$ cat config.mk
export PLATFORM = sky130hd
export DESIGN_NAME = audio_stream_engine
export DESIGN_NICKNAME = d
export VERILOG_FILES = /design/src/rtl/audio_stream_engine.sv
export SDC_FILE = /design/constraint.sdc
export NUM_CORES = 1
export LEC_CHECK = 0
export CORE_MARGIN = 3
export CORE_UTILIZATION = 40
export DETAILED_ROUTE_END_ITERATION = 6
export SYNTH_ARGS = -nofsm -noshare
export SYNTH_HDL_FRONTEND = slang
export SYNTH_SLANG_ARGS = --single-unit
$ cat constraint.sdc
create_clock -name system_clock -period 2.2 [get_ports system_clock]
set_input_delay 0.44 -clock system_clock [delete_from_list [all_inputs] [get_ports system_clock]]
set_output_delay 0.44 -clock system_clock [all_outputs]
set_load 0.005 [all_outputs]
$ cat src/rtl/audio_stream_engine.sv
// audio_stream_engine
//   Multi-channel audio sample loop. Once per sample period it walks every
//   channel in turn. For each channel it reads the playback word from the
//   interleaved RAM ring and shifts it out to the SPI DAC. It then captures
//   one SPI ADC conversion and writes that capture back over the same word.
//
// Ports
//   system_clock  sole clock; also the SPI SCLK of both converters
//   reset_n       asynchronous active-low reset
//   en            run enable, sampled on each frame tick
//   overrun_clr   clears the sticky overrun flag
//   mem_*         single shared RAM port (word addressed, byte write enables)
//   dac_cs/mosi   SPI DAC chip select (active low) and data
//   adc_cs/mosi   SPI ADC chip select (active low) and channel-address data
//   adc_miso      SPI ADC conversion data
//   frame_idx     current frame in the ring
//   busy_half     ring half currently in use
//   half_irq      one-cycle pulse when frame_idx enters either half
//   overrun       sticky: a frame tick arrived while a frame was in progress
//
// state  | meaning
// IDLE   | waiting for a frame tick with en=1
// RD     | RAM read strobe for the current channel
// WAIT   | RAM read latency; read data captured on the last cycle
// DAC    | 16 cycles shifting the DAC frame, dac_cs low
// ADC    | 16 cycles shifting the channel address and capturing adc_miso
// WR     | RAM write of the captured sample; advance channel or frame
module audio_stream_engine #(
    parameter int                CHANNELS          = 1,
    parameter int                CLOCKS_PER_SAMPLE = 600,
    parameter int                ADDR_W            = 15,
    parameter logic [ADDR_W-1:0] BUF_BASE          = ADDR_W'('h6000),
    parameter int                BUF_FRAMES        = 8192,
    parameter int                RD_LAT            = 2,
    parameter int                DAC_BITS          = 10,
    parameter int                ADC_BITS          = 8,
    parameter int                ADC_MSB           = 11
) (
    input  logic                          system_clock,
    input  logic                          reset_n,
    input  logic                          en,
    input  logic                          overrun_clr,
    output logic                          mem_en,
    output logic [1:0]                    mem_we,
    output logic [ADDR_W-1:0]             mem_addr,
    output logic [15:0]                   mem_wdata,
    input  logic [15:0]                   mem_rdata,
    output logic                          dac_cs,
    output logic                          dac_mosi,
    output logic                          adc_cs,
    output logic                          adc_mosi,
    input  logic                          adc_miso,
    output logic [$clog2(BUF_FRAMES)-1:0] frame_idx,
    output logic                          busy_half,
    output logic                          half_irq,
    output logic                          overrun
);

    localparam int FW    = $clog2(BUF_FRAMES);
    localparam int SMP_W = $clog2(CLOCKS_PER_SAMPLE);
    localparam int TMR_W = $clog2(RD_LAT + 16);

    typedef enum logic [2:0] {S_IDLE, S_RD, S_WAIT, S_DAC, S_ADC, S_WR} state_t;

    state_t              state_q;
    logic [SMP_W-1:0]    smp_cnt_q;
    logic [TMR_W-1:0]    tmr_q;
    logic [1:0]          ch_q;
    logic [FW-1:0]       frame_q;
    logic [15:0]         dac_sr_q;
    logic [15:0]         cmd_sr_q;
    logic [14:0]         adc_sr_q;
    logic                mem_en_q;
    logic [1:0]          mem_we_q;
    logic [ADDR_W-1:0]   mem_addr_q;
    logic [15:0]         mem_wdata_q;
    logic                dac_cs_q;
    logic                dac_mosi_q;
    logic                adc_cs_q;
    logic                adc_mosi_q;
    logic                busy_half_q;
    logic                half_irq_q;
    logic                overrun_q;

    logic                tick;
    logic [1:0]          ch_sel_d;
    logic [ADDR_W-1:0]   addr_d;
    logic [15:0]         dac_word_d;
    logic [15:0]         adc_cmd_d;
    logic [15:0]         adc_full_d;
    logic [15:0]         wdata_d;
    logic [FW-1:0]       frame_nxt_d;
    logic                unused_bits;

    assign tick = (smp_cnt_q == SMP_W'(CLOCKS_PER_SAMPLE - 1));

    // Channel whose RD is issued next: channel 0 from IDLE, ch+1 after a WR.
    assign ch_sel_d = (state_q == S_WR) ? ch_q + 2'd1 : 2'd0;
    assign addr_d   = BUF_BASE + ADDR_W'(frame_q) * ADDR_W'(CHANNELS) + ADDR_W'(ch_sel_d);

    assign adc_cmd_d   = {2'b00, 1'b0, ch_q, 11'b0};
    assign adc_full_d  = {adc_sr_q, adc_miso};
    assign frame_nxt_d = (frame_q == FW'(BUF_FRAMES - 1)) ? '0 : frame_q + FW'(1);

    always_comb begin
        dac_word_d                 = '0;
        dac_word_d[15:14]          = ch_q;
        dac_word_d[11 -: DAC_BITS] = mem_rdata[15 -: DAC_BITS];
        wdata_d                    = '0;
        wdata_d[15 -: ADC_BITS]    = adc_full_d[ADC_MSB -: ADC_BITS];
    end

    // Sample bits that never reach the DAC or the stored field.
    assign unused_bits = ^{mem_rdata, adc_full_d};

    always_ff @(posedge system_clock or negedge reset_n) begin
        if (!reset_n) begin
            state_q     <= S_IDLE;
            smp_cnt_q   <= '0;
            tmr_q       <= '0;
            ch_q        <= '0;
            frame_q     <= '0;
            dac_sr_q    <= '0;
            cmd_sr_q    <= '0;
            adc_sr_q    <= '0;
            mem_en_q    <= 1'b0;
            mem_we_q    <= 2'b00;
            mem_addr_q  <= '0;
            mem_wdata_q <= '0;
            dac_cs_q    <= 1'b1;
            dac_mosi_q  <= 1'b0;
            adc_cs_q    <= 1'b1;
            adc_mosi_q  <= 1'b0;
            busy_half_q <= 1'b0;
            half_irq_q  <= 1'b0;
            overrun_q   <= 1'b0;
        end else begin
            smp_cnt_q  <= tick ? '0 : smp_cnt_q + SMP_W'(1);
            half_irq_q <= 1'b0;

            // A tick while busy is dropped; a new overrun beats a clear.
            if (tick && state_q != S_IDLE) begin
                overrun_q <= 1'b1;
            end else if (overrun_clr) begin
                overrun_q <= 1'b0;
            end

            case (state_q)
                S_IDLE: begin
                    if (tick && en) begin
                        state_q    <= S_RD;
                        ch_q       <= '0;
                        mem_en_q   <= 1'b1;
                        mem_addr_q <= addr_d;
                    end
                end
                S_RD: begin
                    mem_en_q <= 1'b0;
                    tmr_q    <= TMR_W'(RD_LAT - 1);
                    state_q  <= S_WAIT;
                end
                S_WAIT: begin
                    if (tmr_q == '0) begin
                        state_q    <= S_DAC;
                        dac_cs_q   <= 1'b0;
                        dac_mosi_q <= dac_word_d[15];
                        dac_sr_q   <= {dac_word_d[14:0], 1'b0};
                        tmr_q      <= TMR_W'(15);
                    end else begin
                        tmr_q <= tmr_q - TMR_W'(1);
                    end
                end
                S_DAC: begin
                    if (tmr_q == '0) begin
                        state_q    <= S_ADC;
                        dac_cs_q   <= 1'b1;
                        dac_mosi_q <= 1'b0;
                        adc_cs_q   <= 1'b0;
                        adc_mosi_q <= adc_cmd_d[15];
                        cmd_sr_q   <= {adc_cmd_d[14:0], 1'b0};
                        tmr_q      <= TMR_W'(15);
                    end else begin
                        dac_mosi_q <= dac_sr_q[15];
                        dac_sr_q   <= {dac_sr_q[14:0], 1'b0};
                        tmr_q      <= tmr_q - TMR_W'(1);
                    end
                end
                S_ADC: begin
                    adc_sr_q <= adc_full_d[14:0];
                    if (tmr_q == '0) begin
                        state_q     <= S_WR;
                        adc_cs_q    <= 1'b1;
                        adc_mosi_q  <= 1'b0;
                        mem_en_q    <= 1'b1;
                        mem_we_q    <= 2'b11;
                        mem_wdata_q <= wdata_d;
                    end else begin
                        adc_mosi_q <= cmd_sr_q[15];
                        cmd_sr_q   <= {cmd_sr_q[14:0], 1'b0};
                        tmr_q      <= tmr_q - TMR_W'(1);
                    end
                end
                S_WR: begin
                    mem_we_q <= 2'b00;
                    if (ch_q == 2'(CHANNELS - 1)) begin
                        state_q     <= S_IDLE;
                        mem_en_q    <= 1'b0;
                        frame_q     <= frame_nxt_d;
                        busy_half_q <= (frame_nxt_d >= FW'(BUF_FRAMES / 2));
                        half_irq_q  <= (frame_nxt_d == FW'(BUF_FRAMES / 2)) || (frame_nxt_d == '0);
                    end else begin
                        state_q    <= S_RD;
                        ch_q       <= ch_sel_d;
                        mem_en_q   <= 1'b1;
                        mem_addr_q <= addr_d;
                    end
                end
                default: state_q <= S_IDLE;
            endcase
        end
    end

    assign mem_en    = mem_en_q;
    assign mem_we    = mem_we_q;
    assign mem_addr  = mem_addr_q;
    assign mem_wdata = mem_wdata_q;
    assign dac_cs    = dac_cs_q;
    assign dac_mosi  = dac_mosi_q;
    assign adc_cs    = adc_cs_q;
    assign adc_mosi  = adc_mosi_q;
    assign frame_idx = frame_q;
    assign busy_half = busy_half_q;
    assign half_irq  = half_irq_q;
    assign overrun   = overrun_q;

endmodule

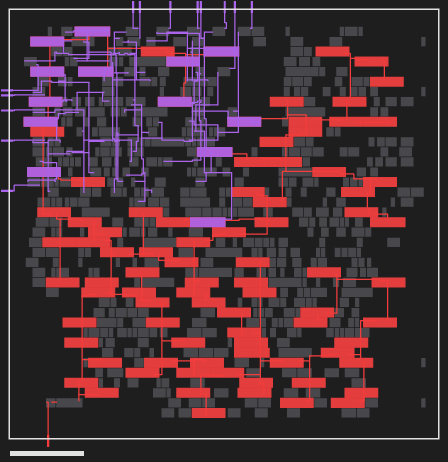
**Above:** run 1 (port wiring).
Scale bar: 20 um.
legend:
  frame_idx:
    colour: purple
    bits: 13
    direction: output
    end_cells: 13
    buffers: 20
    wire: 963 um
  reset_n:
    colour: red
    bits: 1
    direction: input
    end_cells: 93
    buffers: 2
    wire: 711 um

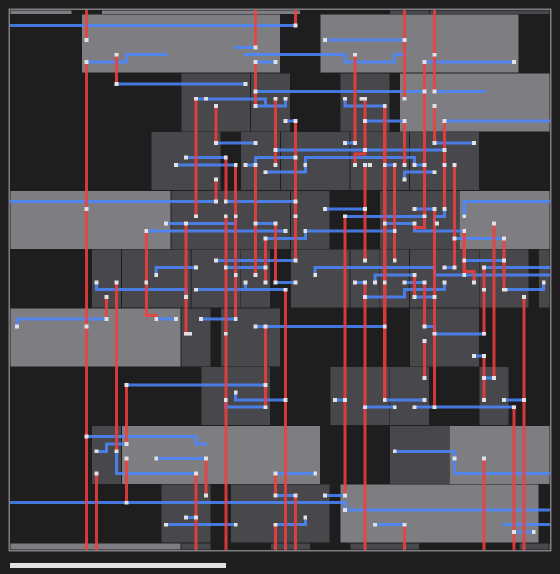
**Above:** run 1 (zoomed window).
Scale bar: 10 um. Region (16, 16) to (41, 41) um. Cells in grey, sequential cells in the stronger grey; small squares are vias.
legend:
  met1:
    colour: blue
  met2:
    colour: red
sequential cells in the window: 8
most frequent: dfrtp_1 (8), nor2_1 (4)
netlist names of flops here include: smp_cnt_q (7), overrun (1)
cells with their middle in the window: 39

==> flow_results.org, run 1 <==
#+TITLE: Synthesis and PnR summary

** Final layout
- Proportion of layout cells with a drive suffix above 1 :: 0.2115
- The area taken by multi-input combinational cells is reported as around 0.0023 mm^2.
- Clock buffer count :: 10
- The net count of the finished layout is just under 600.
- Total number of multi-input combinational cells :: approximately 340
- Of the total standard cell area in the layout, the sequential portion is 0.3778.
- The repair_antennas step left the layout with diodes totalling 0.
- In the final design, more cell area goes to registers than to any other class.

** Critical path
- Setup slack on the worst reg-to-reg path comes out at 0.12 ns.
- The timing report notes that buffer and inverter cells on the critical path total 1.
- Worst Setup EP :: half_irq
- Depth of the critical timing path with buffers and inverters included :: 6

** Route
- In the per-layer summary, the met1 wirelength comes to roughly 5300 um.
- In the log, the iteration count for the first detailed-route pass is 4.

** Synthesis
- The cell-mix breakdown from Yosys lists the simple-gate area share as 0.1500.
- The synthesized instance count is around 480.
- The most common cell in the synthesized netlist is dfrtp_1.
- Area fraction in full adders, half adders and majority gates :: 0.02224
- Looking at area per cell type in the netlist, the leader is dfrtp_1.
- Counting flops with a built-in enable in the synthesized netlist gives 0.
- Per the synthesis report, the AND-OR/OR-AND share of the synthesized area is 0.1787.

** Status
- Status :: complete, no violations

** Place
- Once placement finished, the instance area stood at about 0.0058 mm^2.
- Post-placement setup slack :: 0.06179 ns
- The buffer_ports step reported a buffer count of around 60.

** Timing
- Setup clock skew after layout :: about 0.008 ns
- In the post-route analysis, the smallest setup slack over all paths is 0.1165 ns.
- Setup repair after global routing could not meet its margin everywhere.
- Post-route period utilization is reported as 0.9471.
- Achievable Freq :: around 0.48 GHz
- The routed design could run at a clock period as short as approximately 2.1 ns.
- Hold-check failures listed in the final report amount to 0.

** Die
- Per the OpenROAD floorplan log, the width of the die is 116.0 um.
- In this run the standard cell core region covers between 0.01 and 0.015 mm^2.
- The initialized floorplan defines 39 standard-cell rows.

** Clock tree
- Number of buffers inserted to repair setup after CTS :: 0
- Cts repair resizes :: 0

** Global route
- Grt met1 use :: 0.2356
- Most heavily used metal layer in global routing :: met2
- The first global-routing pass estimated approximately 19,000 um of wire.

** Pwr
- For this design the total switching power over the nets is between 700 and 800 uW.
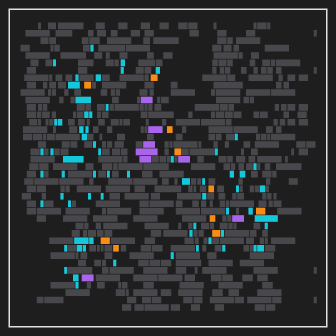
**Above:** run 1 (selected gate families).
legend:
  AND and OR gates:
    colour: orange
    cells: 10
    most_used: and3_1
  NOR gates:
    colour: cyan
    cells: 65
    most_used: nor2_1
  adder and majority cells:
    colour: purple
    cells: 8
    most_used: ha_1
    where: centre

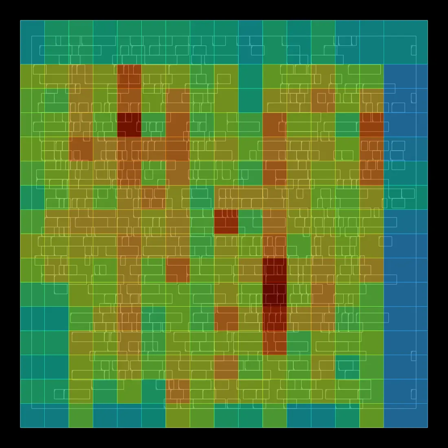
**Above:** run 1 (track usage over the die).
global routing usage summed across all routing layers: 0.1710
GR met2 Demand/Resource: 0.2746

==> run 2: changes to the inputs <==
Settings changed: ABC_CLOCK_PERIOD_IN_PS set to 2200, CORE_MARGIN 3 to unset, CTS_CLUSTER_SIZE set to 40.
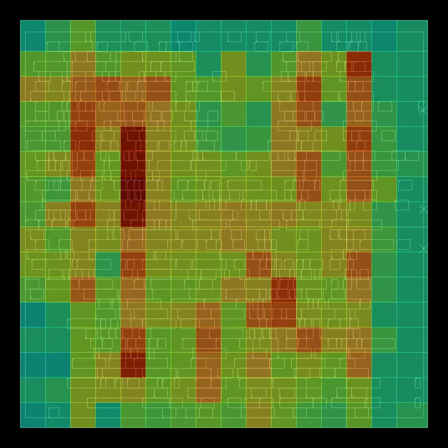
**Above:** run 2 (track usage over the die).
global routing usage summed across all routing layers: 0.1878
grt met1 use: 0.2516
post-layout utilization of the core: 0.5306
most heavily used metal layer in global routing: met2
met3 global-route usage: 0.03212

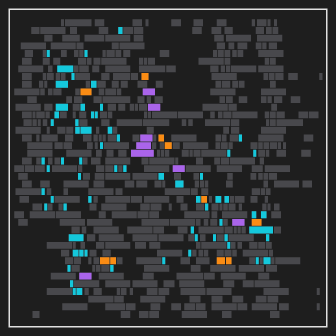
**Above:** run 2 (selected gate families).
dominant logic cell type in the layout: dfrtp_1
Comb area share: 0.3783
number of cells in the finished layout apart from fillers: 713

==> run 2 against run 1 <==
  * The flow now finishes with violations (DRC)
  * Sequential share of layout area up 0.090 points
  * Synthesized area did not move
  * Power fell by 2.0%
  * Register-to-register slack about the same
  * Non-clock buffer count is 2 lower
  * Critical path type unchanged
  * Worst setup slack worse by 0.014 ns
  * Final area is 0.34% lower
  * Via count increased by 0.83%
  * Critical endpoint is now mem_addr[8]
  * Fmax decreased by 0.69%
  * Largest cell class unchanged
==> flow_results.org, run 2 <==
#+TITLE: Synthesis and PnR summary

** Synthesis
- The area fraction in and, or, nand and nor cells after synthesis is 0.1500 (unchanged).
- Share of synthesized cell area in and-or and or-and compound cells :: 0.1787 (unchanged)
- The library cell occupying the most area in the post-synthesis netlist is dfrtp_1 (unchanged).
- Post-synth tally of flip-flops with integrated enable :: 0 (unchanged)
- Post-Syn Instances :: 480 (unchanged)
- The fraction of the mapped netlist area in adder cells came to 0.02224 (unchanged).

** Place
- The cell area reported after detailed placement came to 0.005802 mm^2 (was 0.005797 mm^2).
- Post-placement setup slack :: -0.008250 ns (was 0.06179 ns)
- I/O Buffers :: 60 (unchanged)

** Final layout
- Proportion of layout cells with a drive suffix above 1 :: 0.2088 (was 0.2115)
- Number of diodes :: 0 (unchanged)
- Seq area share :: 0.3787 (was 0.3778)
- Total number of multi-input combinational cells :: 341 (unchanged)
- The growth of design area from synthesis to finish came to 27.36% (was 27.80%).
- The number of nets in the final layout is 594 (was 596).
- Area-dominant cell class after layout :: registers (unchanged)
- Clock buffer count :: 10 (unchanged)

** Die
- Std-Cell Rows :: 39 (unchanged)
- The total die size is 0.01254 mm^2 (was 0.01345 mm^2).
- The core footprint came to 0.01161 mm^2 (unchanged).
- The width of the chip came to 112.0 um (was 116.0 um).

** Pwr
- Power dissipated by switching net loads :: 752.7 uW (was 737.8 uW)
- Clk. pwr :: 1.50 mW (was 1.57 mW)

** Critical path
- Critical path buffers and inverters :: 1 (unchanged)
- Worst Setup EP :: mem_addr[8] (was half_irq)
- The internal reg-to-reg setup slack is 0.10 ns (was 0.12 ns).
- Depth of the critical timing path with buffers and inverters included :: 9 (was 6)

** Status
- Violated checks :: DRC
- Status :: complete, but fails checks (was complete, no violations)

** Route
- Post-route DRC :: 3 (was 0)
- The detailed-route wire length on metal 1 is 4989 um (was 5288 um).

** Timing
- Minimum period implied by the final worst setup slack :: 2.098 ns (was 2.084 ns)
- The post-layout period usage of the worst path was 0.9536 (was 0.9471).
- The number of failing hold endpoints at the final stage is 0 (unchanged).
- Setup repair after global routing missed its margin: yes (unchanged).
- The worst clock skew on the final layout was 0.008708 ns (was 0.007862 ns).
- The setup slack of the critical path after layout came to 0.1021 ns (was 0.1165 ns).
- The maximum clock frequency is 0.4767 GHz (was 0.4800 GHz).

** Clock tree
- Number of buffers inserted to repair setup after CTS :: 0 (unchanged)
- The count of instances resized after the clock tree is built came to 3 (was 0).
- Clock transition at the register clock pins on the worst setup and hold paths after CTS :: 0.07 ns (was 0.06 ns)

** Global route
- The met2 track utilization from global routing is 0.3014 (was 0.2746).
Power is estimated from default activity; no workload was simulated.
